final_congestion.png
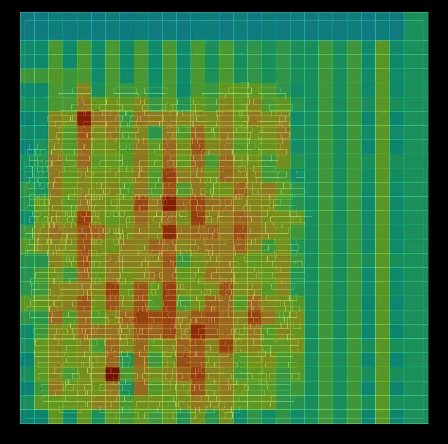
met3.png
Scale: 1.5 px per µm.
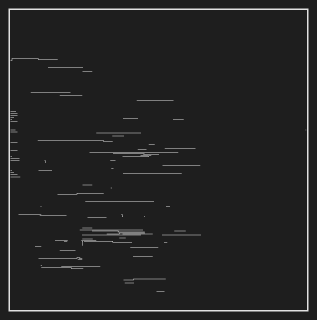
drive_strength.png
Scale: 2 px per µm.
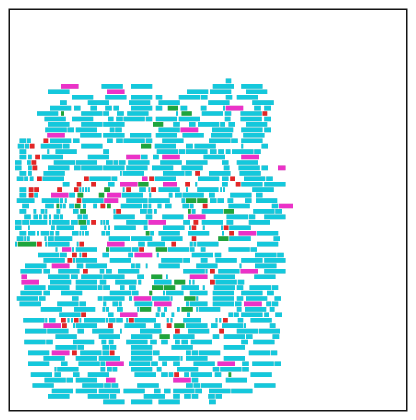
`src/rtl/ram_sp_clr.sv`:
```
// rtl/ram_sp_clr.sv - single-port synchronous RAM with registered read and hardware clear engine
//
// Optional feature macro: RAM_PARITY_EN (per-word even parity, par_inj/par_err ports).
//
// Ports:
//   clk       clock, all state on rising edge
//   rst       asynchronous active-low reset
//   en        access enable
//   wr_rd     1 = write, 0 = read (with en=1)
//   clr       start a full-array clear (honoured in IDLE only)
//   addr      word address
//   data_in   write data
//   par_inj   invert stored parity on this write (RAM_PARITY_EN only)
//   data_out  registered read data, holds last read value
//   rd_valid  one-cycle pulse when data_out was updated
//   busy      clear engine active, accesses ignored
//   par_err   parity mismatch on the read shown with rd_valid (RAM_PARITY_EN only)

module ram_sp_clr #(
  parameter int                DATA_W   = 8,
  parameter int                ADDR_W   = 5,
  parameter logic [DATA_W-1:0] INIT_VAL = '0
) (
  input  logic              clk,
  input  logic              rst,
  input  logic              en,
  input  logic              wr_rd,
  input  logic              clr,
  input  logic [ADDR_W-1:0] addr,
  input  logic [DATA_W-1:0] data_in,
`ifdef RAM_PARITY_EN
  input  logic              par_inj,
  output logic              par_err,
`endif
  output logic [DATA_W-1:0] data_out,
  output logic              rd_valid,
  output logic              busy
);

  localparam int DEPTH = 1 << ADDR_W;
  localparam logic [ADDR_W-1:0] PTR_LAST = '1;
  localparam logic [ADDR_W-1:0] PTR_ONE  = {{(ADDR_W-1){1'b0}}, 1'b1};

  typedef enum logic {
    S_CLEAR,
    S_IDLE
  } state_t;

  state_t            state;
  logic [ADDR_W-1:0] clr_ptr;

  logic [DATA_W-1:0] mem [DEPTH];

  logic              acc_ok;
  logic              mem_we;
  logic [ADDR_W-1:0] mem_waddr;
  logic [DATA_W-1:0] mem_wdata;

  // An access is honoured only in IDLE and only when no clear is requested
  // in the same cycle: clr wins and the access is dropped.
  assign acc_ok = (state == S_IDLE) && !clr && en;

  // Write port shared by the clear engine and user writes. Gated by rst so
  // that holding reset never disturbs array contents.
  always_comb begin
    mem_we    = 1'b0;
    mem_waddr = addr;
    mem_wdata = data_in;
    if (rst) begin
      if (state == S_CLEAR) begin
        mem_we    = 1'b1;
        mem_waddr = clr_ptr;
        mem_wdata = INIT_VAL;
      end else if (acc_ok && wr_rd) begin
        mem_we = 1'b1;
      end
    end
  end

  // The array has no reset: an asynchronous reset cannot clear it, which is
  // why the clear engine exists.
  always_ff @(posedge clk) begin
    if (mem_we) begin
      mem[mem_waddr] <= mem_wdata;
    end
  end

`ifdef RAM_PARITY_EN
  logic par_mem [DEPTH];
  logic par_wbit;

  always_comb begin
    par_wbit = ^data_in ^ par_inj;
    if (state == S_CLEAR) begin
      par_wbit = ^INIT_VAL;
    end
  end

  always_ff @(posedge clk) begin
    if (mem_we) begin
      par_mem[mem_waddr] <= par_wbit;
    end
  end
`endif

  always_ff @(posedge clk or negedge rst) begin
    if (!rst) begin
      state    <= S_CLEAR;
      clr_ptr  <= '0;
      data_out <= '0;
      rd_valid <= 1'b0;
      busy     <= 1'b1;
`ifdef RAM_PARITY_EN
      par_err  <= 1'b0;
`endif
    end else begin
      rd_valid <= 1'b0;
`ifdef RAM_PARITY_EN
      par_err  <= 1'b0;
`endif
      case (state)
        S_CLEAR: begin
          // clr_ptr wraps back to 0 on the final word.
          clr_ptr <= clr_ptr + PTR_ONE;
          if (clr_ptr == PTR_LAST) begin
            state <= S_IDLE;
            busy  <= 1'b0;
          end
        end
        S_IDLE: begin
          if (clr) begin
            state   <= S_CLEAR;
            clr_ptr <= '0;
            busy    <= 1'b1;
          end else if (en && !wr_rd) begin
            data_out <= mem[addr];
            rd_valid <= 1'b1;
`ifdef RAM_PARITY_EN
            par_err  <= (^mem[addr]) ^ par_mem[addr];
`endif
          end
        end
        default: begin
          state   <= S_CLEAR;
          clr_ptr <= '0;
          busy    <= 1'b1;
        end
      endcase
    end
  end

endmodule
```
`config.mk`:
```
export PLATFORM = sky130hd
export DESIGN_NAME = ram_sp_clr
export DESIGN_NICKNAME = d
export VERILOG_FILES = /design/src/rtl/ram_sp_clr.sv
export SDC_FILE = /design/constraint.sdc
export NUM_CORES = 1
export LEC_CHECK = 0
export CORE_AREA = 2 2 196 198
export DETAILED_ROUTE_END_ITERATION = 8
export DIE_AREA = 0 0 198 200
export SKIP_CTS_REPAIR_TIMING = 1
export SLEW_MARGIN = 30
export SYNTH_ARGS = -nofsm -noshare
export SYNTH_HDL_FRONTEND = slang
export SYNTH_SLANG_ARGS = --single-unit
```
`constraint.sdc`:
```
create_clock -name clk -period 3.04 [get_ports clk]
set_input_delay 0.456 -clock clk [delete_from_list [all_inputs] [get_ports clk]]
set_output_delay 0.456 -clock clk [all_outputs]
set_load 0.02 [all_outputs]
```
==> run summary <==
Min Tclk post-route = 2.29 ns
Core ar. = 37400 µm²
Post-DP HPWL = 15400 µm
Logic share of the area = 20.9%
Comb_multi_in = 333
Max frequency = 437 MHz
Fa+ha+maj area frac = 0.226%
Final Hold Viols = 0
Ao+oa area frac = 8.28%
R2r startpoint = state$_DFF_PN0_
Setup crit end = data_out[3]$_DFFE_PN0P_
Layout cells sized above 1 = 16.9%
Die Size = 39600 µm²
Bufs and invs on worst path = 2
Flop area = 8090 µm²
Yosys warning tally = 0
Post-synth EDFFs = 256
Levels on crit path = 7
Setup violators final = 0
Top Consumer = registers
R2R depth = 6
Top logic cell by instance count in the layout = edfxtp_1
Comb power frac = 13.2%
Status = finished clean
Slowest-stage cell, CP = nor2b_2
YS chip area = 11100 µm²
Main logic family = multiplexers
Final RePlAce weighted congestion = 0.784
Most flops, register = mem
Largest net degree at the start of global routing = 38
Setup TNS = 0 ns
CP Data Arrival Time = 2.70 ns
Seq/total area = 62.0%
Iteration-0 DRC Markers = 473
Area delta synth->final = 17.8%
Async S/R FF share, synth = 5.88%
Critical path's largest stage delay = 0.74 ns
Vias = 5820
DP Area = 12300 µm²
Largest cell class = flip-flops and latches
Bufs w/o clock = 87
CP Class = in -> reg
Flops = 272
Switching share of power = 25.0%
Sequential Power = 4.51 mW
Global route overflow = 0
Top Layout Cells = edfxtp_1 (256), mux2i_1 (132), buf_4 (55)
Post-synthesis cell type count = 41
FP Rows = 71
Biggest area cells = edfxtp_1 (69%), mux2i_1 (12%), dfrtp_1 (3.4%), a22oi_1 (2.2%), a221oi_2 (1.5%)
Mux share = 12.0%
Fillers = 3557
Cell count after placement = 1207
CP Cell Sequence = clkdlybuf4s50_1 > nor2b_2 > buf_12 > a22o_1 > a221oi_1 > o22ai_1 > o41ai_2
Share of power burned in registers = 52.0%
Clock share of power = 34.8%
MI comb area = 2730 µm²
Max-area cell share = 69.4%
Psw = 2.17 mW
DR vias/cell = 4.64
Int Pwr = 6.51 mW
Met3 usage = 1.66%
Taps Inserted = 511
Main synth FF type = edfxtp_1
Final WL = 24000 µm
CTS Root Cell = clkbuf_16
Fp_density = 29.6%
Syn Area/Cell = 17.1 µm²
Logic power comb = 1.15 mW
Synth Instances = 647
Largest register FFs = 256
Max H-tree Level = 1
Synth top cell by count = edfxtp_1
Buffering overhead = 6.01%
RSZ-0062 raised after global routing = no
Cell family with most CP delay = buffers and inverters
Largest regs = mem (256), data_out (8), clr_ptr (5)
Clock-pin slew on the worst setup and hold paths = 0.06 ns
# nets final = 745
Back to the opening pictures, final_congestion.png:
final core utilization: 34.9%
gr busiest metal: met2
met1 Track Usage GR: 16.6%
drt wl/cell: 19.1 µm
met2 Resource Use GR: 20.8%

Back to the opening pictures, met3.png:
main direction: horizontal
share of all routed wire: 4.5%
wire length on this layer: 1090 µm
nets with wire on the layer: 53

Back to the opening pictures, drive_strength.png:
[cyan] drive 1 or less | cells: 618 | share: 83% | most used: edfxtp_1
[red] drive 3 to 4 | cells: 55 | share: 7.4% | most used: buf_4
[magenta] drive 6 and up | cells: 37 | share: 5.0% | most used: clkbuf_16
[green] drive 2 | cells: 34 | share: 4.6% | most used: a221oi_2

Power is estimated from default activity; no workload was simulated.
